File: config.mk
export PLATFORM = sky130hd
export DESIGN_NAME = display_stream_buffer
export DESIGN_NICKNAME = d
export VERILOG_FILES = /design/src/rtl/display_stream_buffer.sv
export SDC_FILE = /design/constraint.sdc
export NUM_CORES = 1
export LEC_CHECK = 0
export CORE_UTILIZATION = 34
export CTS_CLUSTER_DIAMETER = 200
export CTS_CLUSTER_SIZE = 8
export DETAILED_ROUTE_END_ITERATION = 10
export PLACE_DENSITY_LB_ADDON = 0.1
export SYNTH_ARGS = -nofsm -noshare
export SYNTH_HDL_FRONTEND = slang
export SYNTH_SLANG_ARGS = --single-unit
File: constraint.sdc
create_clock -name clk_i -period 2.7 [get_ports clk_i]
set_input_delay 0.405 -clock clk_i [delete_from_list [all_inputs] [get_ports clk_i]]
set_output_delay 0.405 -clock clk_i [all_outputs]
set_load 0.01 [all_outputs]
File: src/rtl/display_stream_buffer.sv
// display_stream_buffer
// First-word-fall-through pixel FIFO between a pixel producer and a display
// sink. The output side keeps a raster position (x, y) for the head pixel and
// decodes start-of-frame / end-of-line / end-of-frame tags from it. A frame
// index toggles each time the last pixel of a frame is popped. A synchronous
// flush empties the FIFO and re-aligns the raster to the top-left corner.
//
// Handshake: a transfer happens on a rising clock edge when valid and ready
// are both high in the cycle before it. A valid source holds its data stable
// until accepted. Neither ready nor valid here depends combinationally on the
// opposite side's valid/ready: both come from the registered level and flush_i.
module display_stream_buffer #(
    parameter int PIXEL_W = 24,
    parameter int DEPTH   = 16,
    parameter int H_RES   = 640,
    parameter int V_RES   = 480
) (
    input  logic                       clk_i,
    input  logic                       rstn_i,
    input  logic                       s_valid_i,
    output logic                       s_ready_o,
    input  logic [PIXEL_W-1:0]         s_data_i,
    output logic                       m_valid_o,
    input  logic                       m_ready_i,
    output logic [PIXEL_W-1:0]         m_data_o,
    output logic                       m_sof_o,
    output logic                       m_eol_o,
    output logic                       m_eof_o,
    output logic                       frame_idx_o,
    output logic [$clog2(DEPTH+1)-1:0] level_o,
    input  logic                       flush_i
);

    localparam int PTR_W = $clog2(DEPTH);
    localparam int LVL_W = $clog2(DEPTH + 1);
    // Raster counters need at least one bit even for a 1-pixel dimension.
    localparam int X_W   = (H_RES > 1) ? $clog2(H_RES) : 1;
    localparam int Y_W   = (V_RES > 1) ? $clog2(V_RES) : 1;

    localparam logic [LVL_W-1:0] LVL_FULL = LVL_W'(DEPTH);
    localparam logic [X_W-1:0]   X_LAST   = X_W'(H_RES - 1);
    localparam logic [Y_W-1:0]   Y_LAST   = Y_W'(V_RES - 1);

    // Pixel storage (not reset; contents are only meaningful below level_q).
    logic [PIXEL_W-1:0] mem_q [DEPTH];

    logic [PTR_W-1:0] wr_ptr_q, wr_ptr_d;
    logic [PTR_W-1:0] rd_ptr_q, rd_ptr_d;
    logic [LVL_W-1:0] level_q,  level_d;
    logic [X_W-1:0]   x_q,      x_d;
    logic [Y_W-1:0]   y_q,      y_d;
    logic             frame_q,  frame_d;

    logic push;
    logic pop;
    logic at_x_last;
    logic at_y_last;

    // Handshake qualifiers: flush blocks both sides for the whole cycle.
    always_comb begin
        s_ready_o = (level_q < LVL_FULL) && !flush_i;
        m_valid_o = (level_q != '0) && !flush_i;
        push      = s_valid_i && s_ready_o;
        pop       = m_valid_o && m_ready_i;
    end

    // Head pixel and raster tags, all gated by m_valid_o.
    always_comb begin
        at_x_last   = (x_q == X_LAST);
        at_y_last   = (y_q == Y_LAST);
        m_data_o    = mem_q[rd_ptr_q];
        m_sof_o     = m_valid_o && (x_q == '0) && (y_q == '0);
        m_eol_o     = m_valid_o && at_x_last;
        m_eof_o     = m_valid_o && at_x_last && at_y_last;
        level_o     = level_q;
        frame_idx_o = frame_q;
    end

    // Next-state for pointers, level and raster position.
    always_comb begin
        wr_ptr_d = wr_ptr_q;
        rd_ptr_d = rd_ptr_q;
        level_d  = level_q;
        x_d      = x_q;
        y_d      = y_q;
        frame_d  = frame_q;

        if (flush_i) begin
            // Drop contents and re-align raster; frame index is preserved.
            wr_ptr_d = '0;
            rd_ptr_d = '0;
            level_d  = '0;
            x_d      = '0;
            y_d      = '0;
        end else begin
            if (push) begin
                wr_ptr_d = wr_ptr_q + PTR_W'(1);
            end
            if (pop) begin
                rd_ptr_d = rd_ptr_q + PTR_W'(1);
            end

            case ({push, pop})
                2'b10:   level_d = level_q + LVL_W'(1);
                2'b01:   level_d = level_q - LVL_W'(1);
                default: level_d = level_q;
            endcase

            // Raster advances only when the head pixel leaves.
            if (pop) begin
                if (at_x_last) begin
                    x_d = '0;
                    if (at_y_last) begin
                        y_d     = '0;
                        frame_d = ~frame_q;
                    end else begin
                        y_d = y_q + Y_W'(1);
                    end
                end else begin
                    x_d = x_q + X_W'(1);
                end
            end
        end
    end

    // Control state register with asynchronous active-low reset.
    always_ff @(posedge clk_i or negedge rstn_i) begin
        if (!rstn_i) begin
            wr_ptr_q <= '0;
            rd_ptr_q <= '0;
            level_q  <= '0;
            x_q      <= '0;
            y_q      <= '0;
            frame_q  <= 1'b0;
        end else begin
            wr_ptr_q <= wr_ptr_d;
            rd_ptr_q <= rd_ptr_d;
            level_q  <= level_d;
            x_q      <= x_d;
            y_q      <= y_d;
            frame_q  <= frame_d;
        end
    end

    // Storage write on an accepted push.
    always_ff @(posedge clk_i) begin
        if (push) begin
            mem_q[wr_ptr_q] <= s_data_i;
        end
    end

`ifndef SYNTHESIS
    // Occupancy never exceeds the buffer size.
    a_level_bound: assert property (@(posedge clk_i) disable iff (!rstn_i)
        level_q <= LVL_FULL);
    // Pop from an empty buffer is impossible.
    a_no_empty_pop: assert property (@(posedge clk_i) disable iff (!rstn_i)
        pop |-> (level_q != '0));
`endif

endmodule

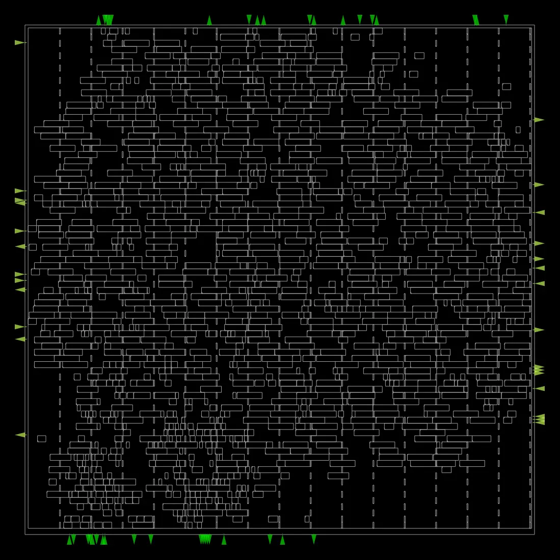
Figure 1: cell outlines without signal wires.
flip-flops: 417
Seq/total area: 57.13%
Final Non-Filler Cells: 1851
final design utilization: 44.32%
Fillers: 4358

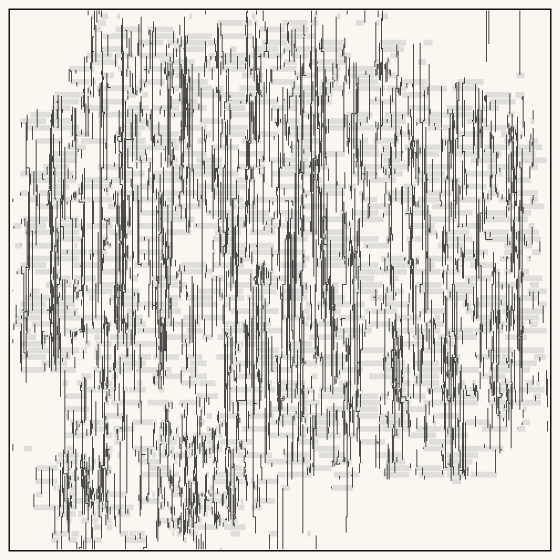
Figure 2: met2 routing.
Cells faint in the background.
1029 nets have wire on it. The layer holds 48% of the routed length.
met2 Use GR: 27.86%
vias after detailed routing: 9308
final WL: 42820 um

==> impl_metrics.yaml <==
# yosys + openroad results
run_status:
  status: "complete, but fails checks"
  violations: "negative setup slack"
final_timing:
  period_used_pct: 108.2
  setup_viol: 24
  final.setup_skew_ns: 0.02720
  min_period_ns: 2.922
  slew_headroom_pct: 53.90
  layout_setup_ws_ns: -0.2222
  rsz0062_at_grt: "true"
  max_freq_mhz: 342.2
synthesis:
  synth_flop_count: 417
  synthTopLogicFamily: "multiplexers"
  syn_inst: 958
  yosys.stat.seqShare_pct: 73.52
  syn_nets: 998
  edf_count: 384
  flop_cell: "edfxtp_1"
  yosysTopAreaCell: "edfxtp_1"
  synth_cell_types: 55
  syn_area_um2: 16810
pwr:
  p_comb_mw: 4.55
  power_mw: 18.35
  power_density_nw_per_um2: 847.4
  seqPwrFrac_pct: 39.7
  clock_power_mw: 6.51
  p_sw_mw: 4.754
critical_path:
  r2r_start: "level_o[0]$_DFFE_PN0P_"
  cpMostUsedCell: "buf_12"
  crit_family: "buffers and inverters"
  critPathLaunch: "rd_ptr_q[0]$_DFFE_PN0P_"
  r2r_end: "level_o[4]$_DFFE_PN0P_"
global_routing:
  grt_pass1_wl_um: 63660
  busiest_layer: "met2"
  grt_overflow: 0
final_layout:
  dominant_cells: "flip-flops and latches"
  final_cell_mix: "edfxtp_1 (384), mux2i_1 (71), buf_4 (70)"
  nClkBuffers: 80
  reg_top3: "mem_q (384), x_q (10), y_q (9)"
  nets: 1203
  regArea_um2: 12370
hold_path:
  hold_path.class: "in2async"
floorplanning:
  n_tap_cell: 664
placed_design:
  postPlaceCellArea_um2: 19220
run:
  warnings: 33
clock_tree:
  cts_tree: "yes"
  cts.clk_slew.worst_paths_ns: 0.05
routing:
  ant_nets: 0
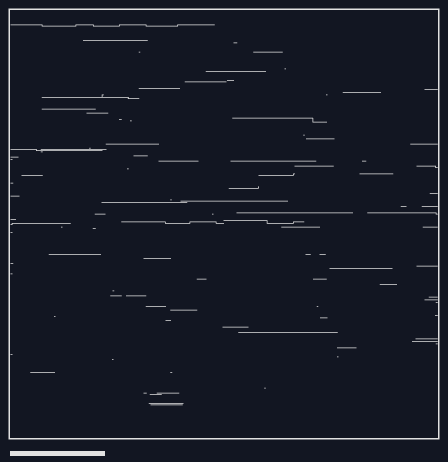
Figure 3: signal wires on met3.
Bar = 50 um.
The layer holds 3.4% of the routed length. 52 nets have wire on it. The longest straight run is 60.7 um. The wires run mostly horizontal.
met3 Usage GRT: 2.835%

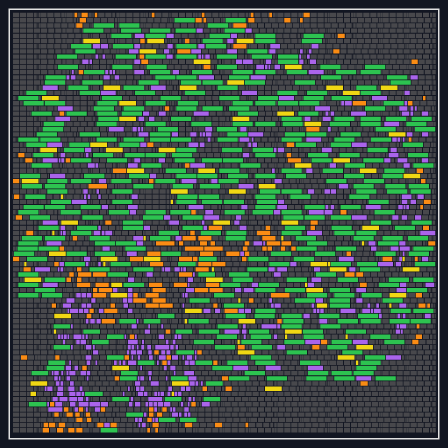
Figure 4: cells colored by class.
Fill, decap, tap and diode cells in gray.
Yellow shows clock drivers and dummy loads, cells 83, share of their area 7.7%. Purple shows combinational and other logic, cells 491, share of their area 22%. Orange shows remaining buffers and delay cells, cells 195, share of their area 11%. Green shows sequential cells, cells 417, share of their area 59%.
core area: 48850 um^2
final instance area: 21650 um^2
Core Rows: 81

No activity file was given, so power comes from the tool's default toggle rates.
